==> src/rtl/mult_acc_stage_3_if.sv <==
// Stage-2 to stage-3 bundle: MAC operand/control inputs and the neuron-memory write port.
// Inputs are valid-only strobes sampled every posedge with no backpressure; mem_we is a 1-cycle valid pulse.
interface mult_acc_stage_3_if;
    logic        done_3;
    logic [15:0] neuron_val_3;
    logic [7:0]  weight_val_3;
    logic [7:0]  bias_val_3;
    logic        reset_mult_acc_3;
    logic [11:0] out_neuron_addr_3;
    logic        write_neuron_3;
    logic        mem_we;
    logic [11:0] mem_addr;
    logic [15:0] mem_data;
    logic [12:0] neurons_written;
    logic        layer_done;
    logic [1:0]  state_dbg;

    modport master (
        output done_3, neuron_val_3, weight_val_3, bias_val_3,
               reset_mult_acc_3, out_neuron_addr_3, write_neuron_3,
        input  mem_we, mem_addr, mem_data, neurons_written, layer_done, state_dbg
    );

    modport slave (
        input  done_3, neuron_val_3, weight_val_3, bias_val_3,
               reset_mult_acc_3, out_neuron_addr_3, write_neuron_3,
        output mem_we, mem_addr, mem_data, neurons_written, layer_done, state_dbg
    );
endinterface

==> src/rtl/mult_acc_stage_3.sv <==
// Stage-3 signed MAC per output neuron: bias add, ReLU/clamp to Q8.8, one registered
// neuron-memory write per finalize, and a sticky end-of-layer flag.
module mult_acc_stage_3 #(
    parameter int ACC_W   = 36,
    parameter bit RELU_EN = 1'b1
) (
    input logic               clk,
    input logic               reset,
    mult_acc_stage_3_if.slave bus
);
    typedef enum logic [1:0] {IDLE = 2'd0, ACC = 2'd1, DONE = 2'd2} state_t;

    localparam logic signed [ACC_W-1:0] POS_MAX = ACC_W'(32767);
    localparam logic signed [ACC_W-1:0] NEG_MIN = ACC_W'(-32768);

    state_t                   state_q, state_d;
    logic signed [ACC_W-1:0]  acc_q, acc_d;
    logic                     mem_we_q, mem_we_d;
    logic [11:0]              mem_addr_q, mem_addr_d;
    logic [15:0]              mem_data_q, mem_data_d;
    logic [12:0]              nw_q, nw_d;
    logic                     layer_done_q, layer_done_d;

    logic signed [23:0]       prod;
    logic signed [ACC_W-1:0]  prod_ext;
    logic signed [ACC_W-1:0]  bias_ext;
    logic signed [ACC_W-1:0]  acc_fin;
    logic signed [ACC_W-1:0]  sum;
    logic signed [ACC_W-1:0]  shifted;
    logic [15:0]              result;
    logic                     live;
    logic                     fin;

    // Operands widened to 24 bits so the full Q.15 product is exact.
    assign prod     = $signed({{8{bus.neuron_val_3[15]}}, bus.neuron_val_3}) *
                      $signed({{16{bus.weight_val_3[7]}}, bus.weight_val_3});
    assign prod_ext = {{(ACC_W-24){prod[23]}}, prod};
    assign bias_ext = {{(ACC_W-16){bus.bias_val_3[7]}}, bus.bias_val_3, 8'h00};

    // In IDLE the accumulator is logically empty, giving a bias-only neuron.
    assign acc_fin  = (state_q == ACC) ? acc_q : '0;
    assign sum      = acc_fin + bias_ext;
    assign shifted  = sum >>> 7;

    always_comb begin
        result = shifted[15:0];
        if (RELU_EN && shifted[ACC_W-1]) begin
            result = 16'h0000;
        end else if (shifted > POS_MAX) begin
            result = 16'h7FFF;
        end else if (shifted < NEG_MIN) begin
            result = 16'h8000;
        end
    end

    always_comb begin
        state_d      = state_q;
        acc_d        = acc_q;
        mem_we_d     = 1'b0;
        mem_addr_d   = mem_addr_q;
        mem_data_d   = mem_data_q;
        nw_d         = nw_q;
        layer_done_d = layer_done_q;
        live         = (state_q != DONE);
        fin          = live && bus.write_neuron_3;

        if (fin) begin
            mem_we_d   = 1'b1;
            mem_addr_d = bus.out_neuron_addr_3;
            mem_data_d = result;
            if (nw_q != 13'd4096) begin
                nw_d = nw_q + 13'd1;
            end
        end

        case (state_q)
            IDLE: begin
                if (bus.reset_mult_acc_3) begin
                    acc_d   = prod_ext;
                    state_d = ACC;
                end
            end
            ACC: begin
                if (bus.reset_mult_acc_3) begin
                    acc_d = prod_ext;
                end else if (bus.write_neuron_3) begin
                    acc_d   = '0;
                    state_d = IDLE;
                end else begin
                    acc_d = acc_q + prod_ext;
                end
            end
            default: ;
        endcase

        if (live && bus.done_3) begin
            state_d      = DONE;
            layer_done_d = 1'b1;
        end
    end

    always_ff @(posedge clk) begin
        if (reset) begin
            state_q      <= IDLE;
            acc_q        <= '0;
            mem_we_q     <= 1'b0;
            mem_addr_q   <= '0;
            mem_data_q   <= '0;
            nw_q         <= '0;
            layer_done_q <= 1'b0;
        end else begin
            state_q      <= state_d;
            acc_q        <= acc_d;
            mem_we_q     <= mem_we_d;
            mem_addr_q   <= mem_addr_d;
            mem_data_q   <= mem_data_d;
            nw_q         <= nw_d;
            layer_done_q <= layer_done_d;
        end
    end

    assign bus.mem_we          = mem_we_q;
    assign bus.mem_addr        = mem_addr_q;
    assign bus.mem_data        = mem_data_q;
    assign bus.neurons_written = nw_q;
    assign bus.layer_done      = layer_done_q;
    assign bus.state_dbg       = state_q;
endmodule

==> src/flat_wrapper.sv <==
// flat-port wrapper written by rule: the top's interface ports become plain ports
module mult_acc_stage_3_flat 
#(
    parameter int ACC_W   = 36,
    parameter bit RELU_EN = 1'b1
)
  (clk, reset, bus_done_3, bus_neuron_val_3, bus_weight_val_3, bus_bias_val_3, bus_reset_mult_acc_3, bus_out_neuron_addr_3, bus_write_neuron_3, bus_mem_we, bus_mem_addr, bus_mem_data, bus_neurons_written, bus_layer_done, bus_state_dbg);
  mult_acc_stage_3_if bus_i ();
  input logic clk;
  input logic reset;
  input wire logic [$bits(bus_i.done_3)-1:0] bus_done_3;
  input wire logic [$bits(bus_i.neuron_val_3)-1:0] bus_neuron_val_3;
  input wire logic [$bits(bus_i.weight_val_3)-1:0] bus_weight_val_3;
  input wire logic [$bits(bus_i.bias_val_3)-1:0] bus_bias_val_3;
  input wire logic [$bits(bus_i.reset_mult_acc_3)-1:0] bus_reset_mult_acc_3;
  input wire logic [$bits(bus_i.out_neuron_addr_3)-1:0] bus_out_neuron_addr_3;
  input wire logic [$bits(bus_i.write_neuron_3)-1:0] bus_write_neuron_3;
  output wire logic [$bits(bus_i.mem_we)-1:0] bus_mem_we;
  output wire logic [$bits(bus_i.mem_addr)-1:0] bus_mem_addr;
  output wire logic [$bits(bus_i.mem_data)-1:0] bus_mem_data;
  output wire logic [$bits(bus_i.neurons_written)-1:0] bus_neurons_written;
  output wire logic [$bits(bus_i.layer_done)-1:0] bus_layer_done;
  output wire logic [$bits(bus_i.state_dbg)-1:0] bus_state_dbg;
  assign bus_i.done_3 = bus_done_3;
  assign bus_i.neuron_val_3 = bus_neuron_val_3;
  assign bus_i.weight_val_3 = bus_weight_val_3;
  assign bus_i.bias_val_3 = bus_bias_val_3;
  assign bus_i.reset_mult_acc_3 = bus_reset_mult_acc_3;
  assign bus_i.out_neuron_addr_3 = bus_out_neuron_addr_3;
  assign bus_i.write_neuron_3 = bus_write_neuron_3;
  assign bus_mem_we = bus_i.mem_we;
  assign bus_mem_addr = bus_i.mem_addr;
  assign bus_mem_data = bus_i.mem_data;
  assign bus_neurons_written = bus_i.neurons_written;
  assign bus_layer_done = bus_i.layer_done;
  assign bus_state_dbg = bus_i.state_dbg;
  mult_acc_stage_3 #(.ACC_W(ACC_W), .RELU_EN(RELU_EN)) u_core (.clk(clk), .reset(reset), .bus(bus_i));
endmodule
==> config.mk <==
export PLATFORM = sky130hd
export DESIGN_NAME = mult_acc_stage_3_flat
export DESIGN_NICKNAME = d
export VERILOG_FILES = /design/src/rtl/mult_acc_stage_3_if.sv /design/src/rtl/mult_acc_stage_3.sv /design/src/flat_wrapper.sv
export SDC_FILE = /design/constraint.sdc
export NUM_CORES = 1
export LEC_CHECK = 0
export CORE_ASPECT_RATIO = 1.5
export CORE_MARGIN = 4
export CORE_UTILIZATION = 40
export DETAILED_ROUTE_END_ITERATION = 10
export GPL_TIMING_DRIVEN = 0
export MAX_ROUTING_LAYER = met4
export SYNTH_ARGS = -nofsm -noshare
export SYNTH_HDL_FRONTEND = slang
export SYNTH_SLANG_ARGS = --single-unit
==> constraint.sdc <==
create_clock -name clk -period 27.4 [get_ports clk]
set_input_delay 6.85 -clock clk [delete_from_list [all_inputs] [get_ports clk]]
set_output_delay 6.85 -clock clk [all_outputs]
set_load 0.01 [all_outputs]
met2.png
Scale bar: 50 µm.
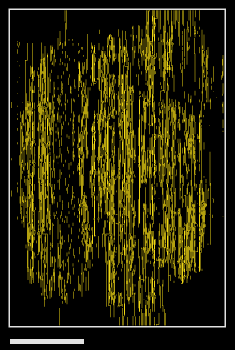
longest straight run	83.3 µm
nets with wire on the layer	1453
share of all routed wire	55%
wire length on this layer	16700 µm
main direction	vertical

met3.png
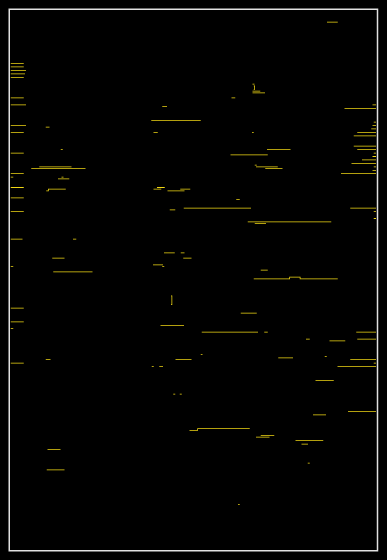
main direction	horizontal
nets with wire on the layer	91
longest straight run	32.7 µm
wire length on this layer	643 µm
vias: 9858
GR Layer Usage met3: 1.322%
total wire length: 30.29 mm

gate_families.png
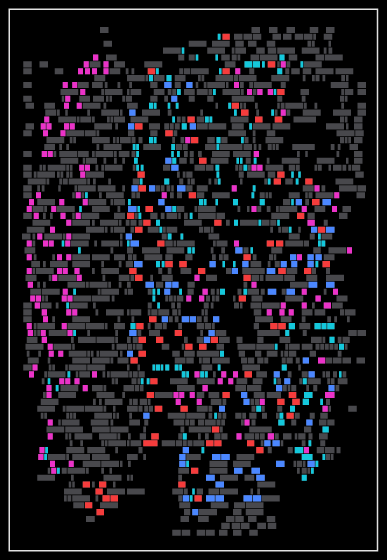
colour	family	cells	most used
red	XOR/XNOR gates	81	xnor2_1
magenta	AND and OR gates	143	and2_1
cyan	NOR gates	158	nor2_1
blue	AND-OR and OR-AND gates	79	a21o_1
final std cells w/o fill: 1822
logic share of the area: 67.90%
most frequent logic cell in the layout: inv_1

final_congestion.png
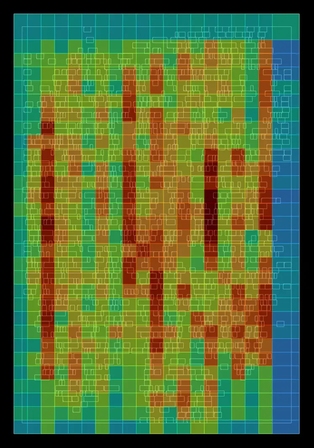
routing usage on met2: 38.63%
WL per Instance: 16.62 µm
GR met1 Demand/Resource: 22.26%
fin util: 46.92%
total global-route track usage: 20.52%

[layer usage]
metal / global-route usage [%] / up-vias / part of all wire, %
met5: - / - / 0
met4: 7.531 / 0 / 3.5
met3: 1.322 / 41 / 2.1
met2: 38.63 / 152 / 55
met1: 22.26 / 4794 / 39
li1: - / 4871 / -
[cell usage in the layout, fill, tap and decap left out, types with 9 or more instances in the layout]
master | synthesis | layout
ha_1 | 113 | 113
nand3_1 | 16 | 16
o21bai_1 | 17 | 17
dfxtp_1 | 81 | 81
a221o_1 | 11 | 11
a21oi_1 | 78 | 78
a221oi_1 | 19 | 19
and2_1 | 118 | 118
nor2_1 | 101 | 101
o21ai_0 | 49 | 49
nand2_1 | 97 | 97
a31oi_1 | 16 | 16
a21o_1 | 35 | 35
nand4_1 | 11 | 11
nand2b_1 | 15 | 15
clkbuf_16 | 0 | 9
xnor2_1 | 45 | 44
o21ai_1 | 9 | 9
a211oi_1 | 13 | 13
clkdlybuf4s50_1 | 0 | 93
nor2b_1 | 9 | 9
clkbuf_1 | 43 | 43
xor2_1 | 36 | 36
o21a_1 | 13 | 13
nor3_1 | 30 | 30
inv_1 | 171 | 171
fa_1 | 105 | 105
[worst min-delay path by stage]
stage	from	end	slack, ns	cells past startpoint
4_1_cts	u_core.bus.mem_addr[9]	u_core.bus.mem_addr[9]	0.46	2
6_report	u_core.bus.mem_addr[9]	u_core.bus.mem_addr[9]	0.45	2
3_3_place_gp	u_core.bus.mem_addr[8]	u_core.bus.mem_addr[8]	0.44	2
3_5_place_dp	u_core.bus.mem_addr[9]	u_core.bus.mem_addr[9]	0.45	2
2_1_floorplan	u_core.acc_q[4]	u_core.acc_q[4]	0.47	2
5_1_grt	u_core.bus.mem_addr[9]	u_core.bus.mem_addr[9]	0.47	2
[report_power, final]
group | switching [W] | internal (W)
clock | 0.0000540 | 0.0000647
combinational | 0.000781 | 0.000558
sequential | 0.0000151 | 0.000135
[registers in the layout, indices dropped and copies added, names as in the netlist]
signal / count
u_core.bus.mem_we: 1
u_core.bus.neurons_written: 13
u_core.acc_q: 36
u_core.bus.mem_addr: 12
u_core.bus.mem_data: 16
u_core.bus.state_dbg: 2
u_core.bus.layer_done: 1
[cells by family after synthesis]
| logic type | count (synthesis) | share of synthesized area (%) |
|---|---|---|
| xor+xnor | 81 | 6.316 |
| simple gates | 444 | 20.27 |
| buf+inv | 223 | 7.642 |
| mux | 4 | 0.3787 |
| fa+ha+maj | 218 | 31.30 |
| flops | 81 | 14.44 |
| compound gates | 319 | 19.65 |
[cells in the mapped netlist (3+ instances only)]
library cell	n
and2_1	118
dfxtp_1	81
a22oi_1	5
ha_1	113
o211ai_1	3
o211a_1	8
nor4_1	7
o21a_1	13
a21o_1	35
o21ai_0	49
nor2b_1	9
nor4b_1	3
nor3b_1	5
a31oi_1	16
clkbuf_1	43
or3_1	6
nor2_1	101
xor2_1	36
a221oi_1	19
a21oi_1	78
and3_1	8
o21ai_1	9
nand4_1	11
nand3_1	16
nand2b_1	15
a221o_1	11
inv_1	171
a211oi_1	13
nand2_1	97
nor3_1	30
fa_1	105
xnor2_1	45
or2_2	6
o21bai_1	17
o32ai_1	5
buf_2	5
o31a_1	3
==> flow_summary.yaml <==
# flow metrics
drt:
  drcViolationCount: 0
finish:
  comb_cells: 1066
  num-nonclk-inverters: 171
  buf_share_pct: 9.010
  nets: 1742
  fillers: 2757
  num_antenna_cells: 0
  signal_buffers: 146
  regArea_um2: 1622
  nClkBuffers: 10
  nFlopsAndLatches: 81
  syn_to_final_growth_pct: 14.86
  seq_area_share_pct: 12.57
  drive_gt1_share_pct: 3.176
  combGateArea_um2: 8760
floorplan:
  ios: 94
  n_tap_cell: 342
  dieArea_um2: 30880
  std_cell_rows: 74
  coreArea_um2: 27500
  chipWidth_um: 144.8
final_timing:
  relSlewSlack_pct: 40.00
  fmax_mhz: 67.03
  worst_hold_slack_ns: 0.4550
  rsz0062_at_grt: "no"
  period_used_pct: 54.44
  setup_violations: 0
  setup-tns-final_ns: 0
  final_hold_viol_count: 0
  layout_setup_ws_ns: 12.48
clock_network:
  clk_latency_ns: 0.35
  cts_buffer_depth: 2
  htree_levels: 3
  cts_tree: "built"
  cts_sinks: 81
  root_buffer: "clkbuf_16"
yosys:
  top_area_share_pct: 18.71
  synth_flop_count: 81
  ys_seq_share_pct: 14.44
  flop_cell: "dfxtp_1"
  top_cells_by_area: "fa_1, dfxtp_1, ha_1, and2_1, inv_1"
  synth_warnings: 0
  async_reset_ff_share_pct: 0
  syn_area_per_cell_um2: 8.199
  synthDistinctLibCells: 76
setup_path:
  crit_cells: 28
  worstPathRequired_ns: 27.61
  max_stage_delay_ns: 0.57
  endpoint_kind: "flip-flop"
  crit_top_cell: "fa_1"
  path_class: "in2reg"
  r2r-end: "u_core.bus.mem_data[14]"
  path_buffers: 6
global_route:
  grt_pass1_vias: 10039
  grt_pass1_wl_mm: 49.73
  globalRoute.totalOverflow: 0
  antenna_found_initial: 0
  grt_max_degree: 22
outcome:
  outcome: "complete, no violations"
place:
  placed_cell_area_um2: 12610
  place.port_buffers: 93
  place_congestion: 0.9231
  dp_hpwl_mm: 25.46
pwr:
  finalPower_w: 0.001608
  p_leak_nw: 5.899
flow_run:
  tool_warnings: 31
min_path:
  hold_path.class: "reg2reg"
Power figures rest on the tool's default switching activity, not on a simulated workload.
